Gate families picked out:
Scale: 3 px per µm.
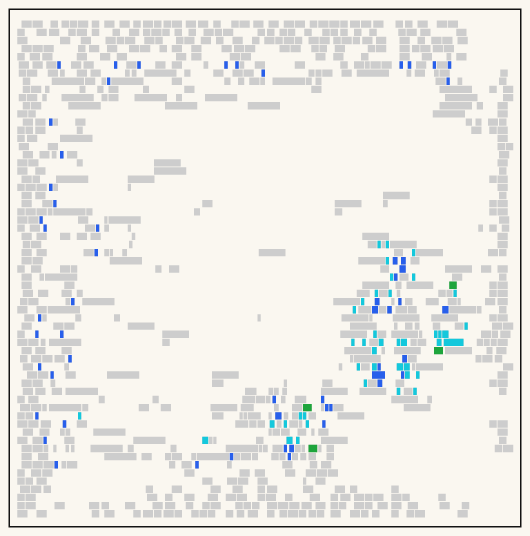
M4 wires:
Scale: 3 px per µm. Supply wires on this layer in grey.
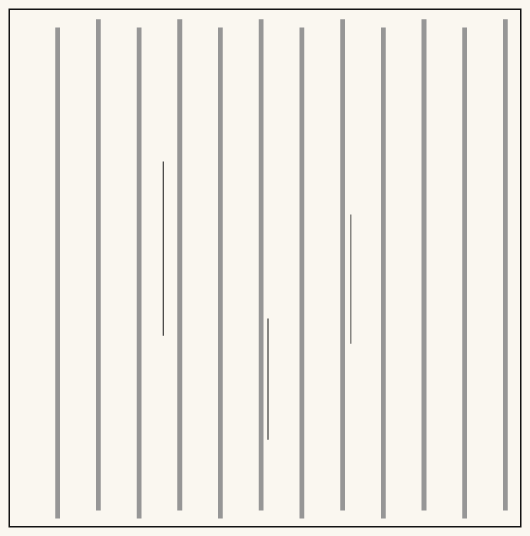
Routing congestion:
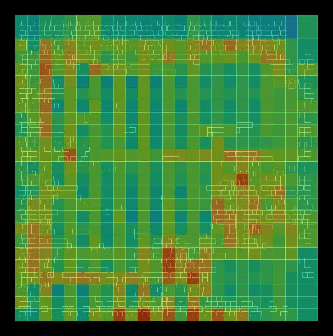
Layout detail:
Region (70, 37) to (100, 67) µm. Cells in grey, sequential cells in the stronger grey; small squares are vias.
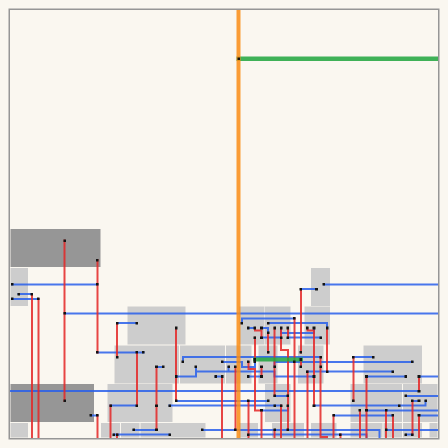
[config.mk]
export PLATFORM = sky130hd
export DESIGN_NAME = dma_preload_arbiter
export DESIGN_NICKNAME = d
export VERILOG_FILES = /design/src/rtl/dma_pkg.sv /design/src/rtl/rr_arbiter.sv /design/src/rtl/dma_preload_arbiter.sv
export SDC_FILE = /design/constraint.sdc
export NUM_CORES = 1
export LEC_CHECK = 0
export CAP_MARGIN = 20
export CORE_AREA = 2 2 168 170
export DETAILED_ROUTE_END_ITERATION = 6
export DIE_AREA = 0 0 170 172
export GPL_TIMING_DRIVEN = 0
export MAX_ROUTING_LAYER = met4
export PLACE_DENSITY = 0.62
export SLEW_MARGIN = 40
export SYNTH_ARGS = -nofsm -noshare
export SYNTH_HDL_FRONTEND = slang
export SYNTH_HIERARCHICAL = 1
export SYNTH_SLANG_ARGS = --single-unit
export TNS_END_PERCENT = 50
[constraint.sdc]
create_clock -name clk -period 4.42 [get_ports clk]
set_input_delay 0.663 -clock clk [delete_from_list [all_inputs] [get_ports clk]]
set_output_delay 0.663 -clock clk [all_outputs]
set_load 0.01 [all_outputs]
[src/rtl/dma_pkg.sv]
// Shared definitions for the weight-preload DMA arbitration slice:
// FSM state encoding and the engine word-count width.
package dma_pkg;

    localparam int CNT_W = 17;

    typedef enum logic [2:0] {
        S_IDLE  = 3'd0,
        S_ISSUE = 3'd1,
        S_WAIT  = 3'd2,
        S_REL   = 3'd3,
        S_ACK   = 3'd4
    } state_t;

endpackage

[src/rtl/rr_arbiter.sv]
// Combinational round-robin picker: first set request at or after ptr, wrapping.
// The pointer register lives in the parent.
module rr_arbiter #(
    parameter int N  = 3,
    parameter int IW = $clog2(N)
) (
    input  logic [N-1:0]  req,
    input  logic [IW-1:0] ptr,
    output logic [N-1:0]  gnt,
    output logic [IW-1:0] idx
);

    int   k;
    logic found;

    always_comb begin
        gnt   = '0;
        idx   = '0;
        found = 1'b0;
        k     = 0;
        for (int i = 0; i < N; i++) begin
            k = int'(ptr) + i;
            if (k >= N) k = k - N;
            if (!found && req[k]) begin
                found  = 1'b1;
                gnt[k] = 1'b1;
                idx    = IW'(k);
            end
        end
    end

endmodule

[src/rtl/dma_preload_arbiter.sv]
// Shares the single weight-preload DMA engine among N_REQ loaders with a
// round-robin grant, 4-phase handshakes on both sides and write steering.
module dma_preload_arbiter
    import dma_pkg::*;
#(
    parameter int N_REQ      = 3,
    parameter int ADDR_W     = 16,
    parameter int BUF_ADDR_W = 16,
    parameter int DATA_W     = 128,
    parameter int TIMEOUT    = 65535
) (
    input  logic                    clk,
    input  logic                    rst_n,
    input  logic [N_REQ-1:0]        req_i,
    input  logic [N_REQ*ADDR_W-1:0] base_i,
    input  logic [N_REQ*CNT_W-1:0]  count_i,
    output logic [N_REQ-1:0]        done_o,
    output logic [N_REQ-1:0]        grant_o,
    output logic                    preload_req,
    output logic [ADDR_W-1:0]       preload_base,
    output logic [CNT_W-1:0]        preload_count,
    input  logic                    preload_done,
    input  logic                    dma_wr_en,
    input  logic [BUF_ADDR_W-1:0]   dma_wr_addr,
    input  logic [DATA_W-1:0]       dma_wr_data,
    output logic [N_REQ-1:0]        buf_wr_en_o,
    output logic [BUF_ADDR_W-1:0]   buf_wr_addr_o,
    output logic [DATA_W-1:0]       buf_wr_data_o,
    output logic                    busy_o,
    output logic                    timeout_err_o
);

    localparam int IDX_W = $clog2(N_REQ);
    localparam int WD_W  = (TIMEOUT > 1) ? $clog2(TIMEOUT) + 1 : 1;

    state_t            state, state_nxt;
    logic [IDX_W-1:0]  rr_ptr, arb_idx;
    logic [N_REQ-1:0]  arb_gnt, eligible;
    logic              any_req, owner_req, in_wd, wd_expired;
    logic [ADDR_W-1:0] base_lat;
    logic [CNT_W-1:0]  count_lat;
    logic [WD_W-1:0]   wd_cnt;

    assign eligible   = req_i & ~done_o;
    assign any_req    = |eligible;
    assign owner_req  = |(req_i & grant_o);
    assign in_wd      = (state == S_WAIT) || (state == S_REL);
    assign wd_expired = (TIMEOUT != 0) && in_wd && (wd_cnt == WD_W'(TIMEOUT - 1));

    rr_arbiter #(.N(N_REQ), .IW(IDX_W)) u_rr (
        .req (eligible),
        .ptr (rr_ptr),
        .gnt (arb_gnt),
        .idx (arb_idx)
    );

    always_ff @(posedge clk or negedge rst_n) begin
        if (!rst_n) state <= S_IDLE;
        else        state <= state_nxt;
    end

    always_comb begin
        state_nxt = state;
        unique case (state)
            S_IDLE:  if (any_req) state_nxt = S_ISSUE;
            S_ISSUE: state_nxt = S_WAIT;
            S_WAIT:  if (wd_expired) state_nxt = S_ACK;
                     else if (preload_done) state_nxt = S_REL;
            S_REL:   if (wd_expired || !preload_done) state_nxt = S_ACK;
            S_ACK:   if (!owner_req) state_nxt = S_IDLE;
            default: state_nxt = S_IDLE;
        endcase
    end

    // Base/count are gated so the engine sees zeros outside a transfer.
    always_comb begin
        preload_req   = (state == S_ISSUE) || (state == S_WAIT);
        done_o        = (state == S_ACK) ? grant_o : '0;
        busy_o        = (state != S_IDLE);
        preload_base  = '0;
        preload_count = '0;
        if ((state == S_ISSUE) || in_wd) begin
            preload_base  = base_lat;
            preload_count = count_lat;
        end
    end

    always_ff @(posedge clk or negedge rst_n) begin
        if (!rst_n) begin
            grant_o <= '0;
            rr_ptr  <= '0;
        end else if (state == S_IDLE && any_req) begin
            grant_o <= arb_gnt;
            rr_ptr  <= (arb_idx == IDX_W'(N_REQ - 1)) ? '0 : arb_idx + 1'b1;
        end else if (state == S_ACK && !owner_req) begin
            grant_o <= '0;
        end
    end

    always_ff @(posedge clk) begin
        if (state == S_IDLE && any_req) begin
            base_lat  <= base_i[arb_idx*ADDR_W +: ADDR_W];
            count_lat <= count_i[arb_idx*CNT_W +: CNT_W];
        end
    end

    // Watchdog counts consecutive cycles in WAIT/REL and restarts on any state change.
    always_ff @(posedge clk or negedge rst_n) begin
        if (!rst_n) begin
            wd_cnt        <= '0;
            timeout_err_o <= 1'b0;
        end else begin
            if (in_wd && state_nxt == state) wd_cnt <= wd_cnt + 1'b1;
            else                             wd_cnt <= '0;
            if (wd_expired) timeout_err_o <= 1'b1;
        end
    end

    assign buf_wr_en_o   = {N_REQ{dma_wr_en}} & grant_o;
    assign buf_wr_addr_o = dma_wr_addr;
    assign buf_wr_data_o = dma_wr_data;

endmodule

==> ci_impl_report.md <==
## PnR job results

| Metric | Value |
|---|---|
| Final setup fails | `0` |
| Highest metal used | `met4` |
| Synth Area in Adders | `1.612%` |
| Critical path capture point type | `flop` |
| P_leak | `about 3.3 nW` |
| IO buf count | `between 200 and 300` |
| Reg2Reg Depth | `12` |
| Routed met3 length | `between 1000 and 1500 µm` |
| Initial antenna violation count | `0` |
| Worst Tran Pin Value | `a little over 800 ps` |
| M1 WL | `roughly 6900 µm` |
| Syn-to-layout area delta | `78.80%` |
| Clk root buf | `clkbuf_16` |
| Multiplexer share | `between 8 and 9%` |
| Seq share, synth | `a little over a third` |
| CP required | `about 4500 ps` |
| R2r setup slk | `330 ps` |
| Relative slew slack | `46.17%` |
| Clk tree area frac | `around 3.4%` |
| Latency at later pin | `between 300 and 400 ps` |
| Crit-path max FO | `10` |
| Data buffer area share | `roughly half` |
| Combinational gate area | `approximately 1800 µm²` |
| Number of global-route vias before repair | `~4,300` |
| Logic pwr share | `59.7%` |
| Unrepaired setup endpoints after global routing | `false` |
| Outcome | `finished clean` |
| Most frequent cells in the layout | `293 x clkdlybuf4s50_1, 147 x buf_4, 44 x nand2_1, 40 x o21ai_0, 39 x and2_1` |
| Combinational gate count | `274` |
| Drt pass-1 iters | `4` |
| Flop share of the area | `around a fifth` |
| DRC viols | `0` |
| Crit path DAT | `4130 ps` |
| RePlAce Congestion | `~0.77` |
| Buffers, non-clock | `about 460` |
| Yosys warning count | `6` |
| Fraction of power spent switching nets | `around 40%` |
| Via-per-instance ratio | `3.757` |
| Tmin final | `4086 ps` |
| Top FF cell, synth | `edfxtp_1` |
| Flops | `between 50 and 60` |
| WS Path Type | `flop to flop` |
| Routed Antenna Nets | `0` |
| Post-Synth XOR/XNOR Area | `about 3%` |
| Reg-to-reg startpoint | `state[0]$_DFF_PN0_` |
| Max Buffers Root-to-Sink | `2` |
| Sequential fraction of design power | `23.3%` |
| Top logic family | `buffers and inverters` |
| Sequential cell area | `1642 µm²` |
| Largest net degree at the start of global routing | `roughly 40` |
| Well-tap cell count | `about 350` |
| Die X | `roughly 170 µm` |
| Post-synth regs | `~59` |
| Global-route wire length before repair | `23,290 µm` |
| Post-CTS Repair Setup Buffers | `0` |
| Core area | `27,480 µm²` |
| Clock group share of total power | `~17%` |
| Synth async-reset ratio | `between 40% and 50%` |
| Clock transition at the registers of the reported paths | `50 ps` |
| Count of library flops with an enable pin | `33` |
| Worst vdd ir | `0.2766 mV` |
| Pwr Density | `between 400 and 500 nW/µm²` |
| Syn avg cell area | `9.005 µm²` |
| Dpl hpwl | `between 10,000 and 15,000 µm` |
| Mapped Cells | `approximately 520` |
| Sw power | `0.001636 W` |
| Hold Crit Class | `input pin to asynchronous set/reset pin` |
| # Cells Yosys | `between 500 and 600` |
| Total gr overflow | `0` |
| FP Core Util | `roughly 17%` |
| H-Tree Depth | `3` |
| Area of the mapped netlist | `about 4700 µm²` |
| Simple Share, Synth | `between 15 and 20%` |
| Clk_skew | `approximately 8.3 ps` |
| Placed instance area | `roughly 8000 µm²` |
| Synth Net Count | `between 700 and 800` |
| # IOs | `between 400 and 500` |
| Fillers | `2,901` |
| Met2 Wirelength | `about 8600 µm` |
| F_max | `between 200 and 250 MHz` |
| Row cnt | `61` |
| Final net count | `around 1,100` |
| Slew Viols, Final | `0` |
| Clock sink count | `slightly below 60` |
| Area-dominant class | `buffers` |
| Die Span Y | `between 150 and 200 µm` |
| Initial detailed-routing violation count | `between 150 and 200` |
| Clock Buffer Count | `11` |
| Worst r2r dst | `count_lat[4]$_DFFE_PP_` |
| CTS Hold Buffers Added | `0` |
| Chip Area, Yosys | `4656 µm²` |
| Count of cells resized by post-cts repair | `0` |
| CTS tree | `yes` |
| Layout cells sized above 1 | `21.16%` |
| Fin area | `between 8000 and 9000 µm²` |
| Final TNS setup | `0 ps` |
| Non-Clock Inverter Count | `17` |
| Tcrit/Tclk final | `between 90 and 100%` |
| Maxcap violations | `0` |
| Startpoint Class | `flop` |
| Internal power | `~0.0025 W` |
| Aoi share | `between 8 and 9%` |
| CTS Buf Count | `9` |
| Distinct cell type count after synthesis | `about 46` |
| Ant. Diodes | `1` |
| Die Size | `29,240 µm²` |
| Fin. Hold Viols | `0` |
| Routed WL per cell | `14.26 µm` |
| Tool warnings | `30` |
About 'gate families picked out':
legend:
  green:
    family: AND-OR and OR-AND gates
    cells: 4
  cyan:
    family: NOR gates
    cells: 42
  blue:
    family: NAND gates
    cells: 56
    where: widely spread
most frequent logic cell in the layout: clkdlybuf4s50_1
multi-input combinational area share: 21.24%
Final Non-Filler Cells: 1,174

About 'M4 wires':
longest straight run: 57.8 µm
main direction: vertical
nets with wire on the layer: 2
wire length on this layer: 141 µm
share of all routed wire: 0.84%
vias: 4,411
total wire length: 16,740 µm

About 'routing congestion':
grt met1 use: 13.07%
Util after Layout: 30.30%
met3 GRT Util: 2.609%
gr usage total: 10.85%
Most Crowded Layer GR: met2

About 'layout detail':
legend:
  blue:
    layer: met1
  red:
    layer: met2
  green:
    layer: met3
  orange:
    layer: met4
most frequent: o21ai_0 (5), dfrtp_1 (2), ha_1 (2)
netlist names of flops here include: rr_ptr (2)
sequential cells in the window: 2
cells with their middle in the window: 17

flip-flops by register name, indices dropped and copies added (netlist names):
name	flops
base_lat	16
count_lat	17
grant_o	3
rr_ptr	2
state	3
timeout_err_o	1
wd_cnt	17
stage by stage:
step | cells | hold WS [ps] | utilization, % | power, W | setup slack [ps]
after CTS | 1173 | 358.8 | 30.29 | 0.004218 | 288.1
after floorplan | 517 | 367.4 | - | 0.002244 | 1322
after global routing | 1173 | 389.4 | 30.29 | 0.004425 | 58.95
after detailed placement | 1157 | 457.1 | 29.24 | 0.003481 | -18.76
final | 1174 | 351.8 | 30.30 | 0.004097 | 333.8
after global placement | 1157 | 453.8 | 29.23 | 0.003447 | -201.2
worst max-delay path, cell delays in order (launching register included):
cell,delay [ps]
dfrtp_1,350
buf_2,170
nor3b_4,380
a21boi_0,180
clkbuf_1,230
mux2_2,300
mux2i_1,300
o211ai_1,150
o21ai_0,110
clkbuf_1,550
buf_1,680
mux2i_1,250
o21ai_0,130
power groups by stage:
stage	logic, W	clock network, W	registers, W
after floorplan	0.00131	0	0.000936
after global placement	0.00248	0	0.000967
after detailed placement	0.00251	0	0.000968
after CTS	0.00252	0.000740	0.000958
after global routing	0.00270	0.000753	0.000976
final	0.00244	0.000697	0.000954
how the worst max path moves through the flow:
stage          slack, ps          startpoint                     end  cells past startpoint
2_1_floorplan       1320  state[0]$_DFF_PN0_   base_lat[0]$_DFFE_PP_                     12
3_3_place_gp        -200            req_i[0]   base_lat[9]$_DFFE_PP_                     11
3_5_place_dp         -20            req_i[2]   base_lat[9]$_DFFE_PP_                     12
4_1_cts              290  state[0]$_DFF_PN0_   base_lat[9]$_DFFE_PP_                     12
5_1_grt               60  state[0]$_DFF_PN0_  count_lat[4]$_DFFE_PP_                     12
6_report             330  state[0]$_DFF_PN0_  count_lat[4]$_DFFE_PP_                     12
routing by layer:
layer,up-vias,GRT usage [%]
met5,-,-
met4,0,1.895
met3,11,2.609
met2,222,18.70
met1,1989,13.07
li1,2189,-
cell usage after synthesis (2+ instances only):
cell type / n / area share [%]
mux2_2: 3 / 0.73
buf_2: 3 / 0.32
nor3_1: 6 / 0.65
edfxtp_1: 33 / 21
clkbuf_1: 14 / 1.1
dfrtp_1: 26 / 14
and2_1: 39 / 5.2
nand3_1: 7 / 0.75
nor2b_1: 3 / 0.40
o22ai_1: 4 / 0.54
o21ai_0: 40 / 4.3
nand2_1: 44 / 3.5
a21oi_1: 3 / 0.32
a21boi_0: 5 / 0.81
xnor2_1: 13 / 2.4
ha_1: 6 / 1.6
and2b_1: 2 / 0.32
xor2_1: 3 / 0.56
inv_1: 17 / 1.4
mux2i_1: 38 / 8.2
buf_1: 3 / 0.24
nand4_1: 2 / 0.27
buf_4: 146 / 24
nand2b_1: 2 / 0.27
a221oi_1: 2 / 0.38
o211ai_1: 2 / 0.32
nor2_1: 29 / 2.3
nor4_1: 3 / 0.40
a31oi_1: 2 / 0.27
Power and IR drop assume default switching activity.
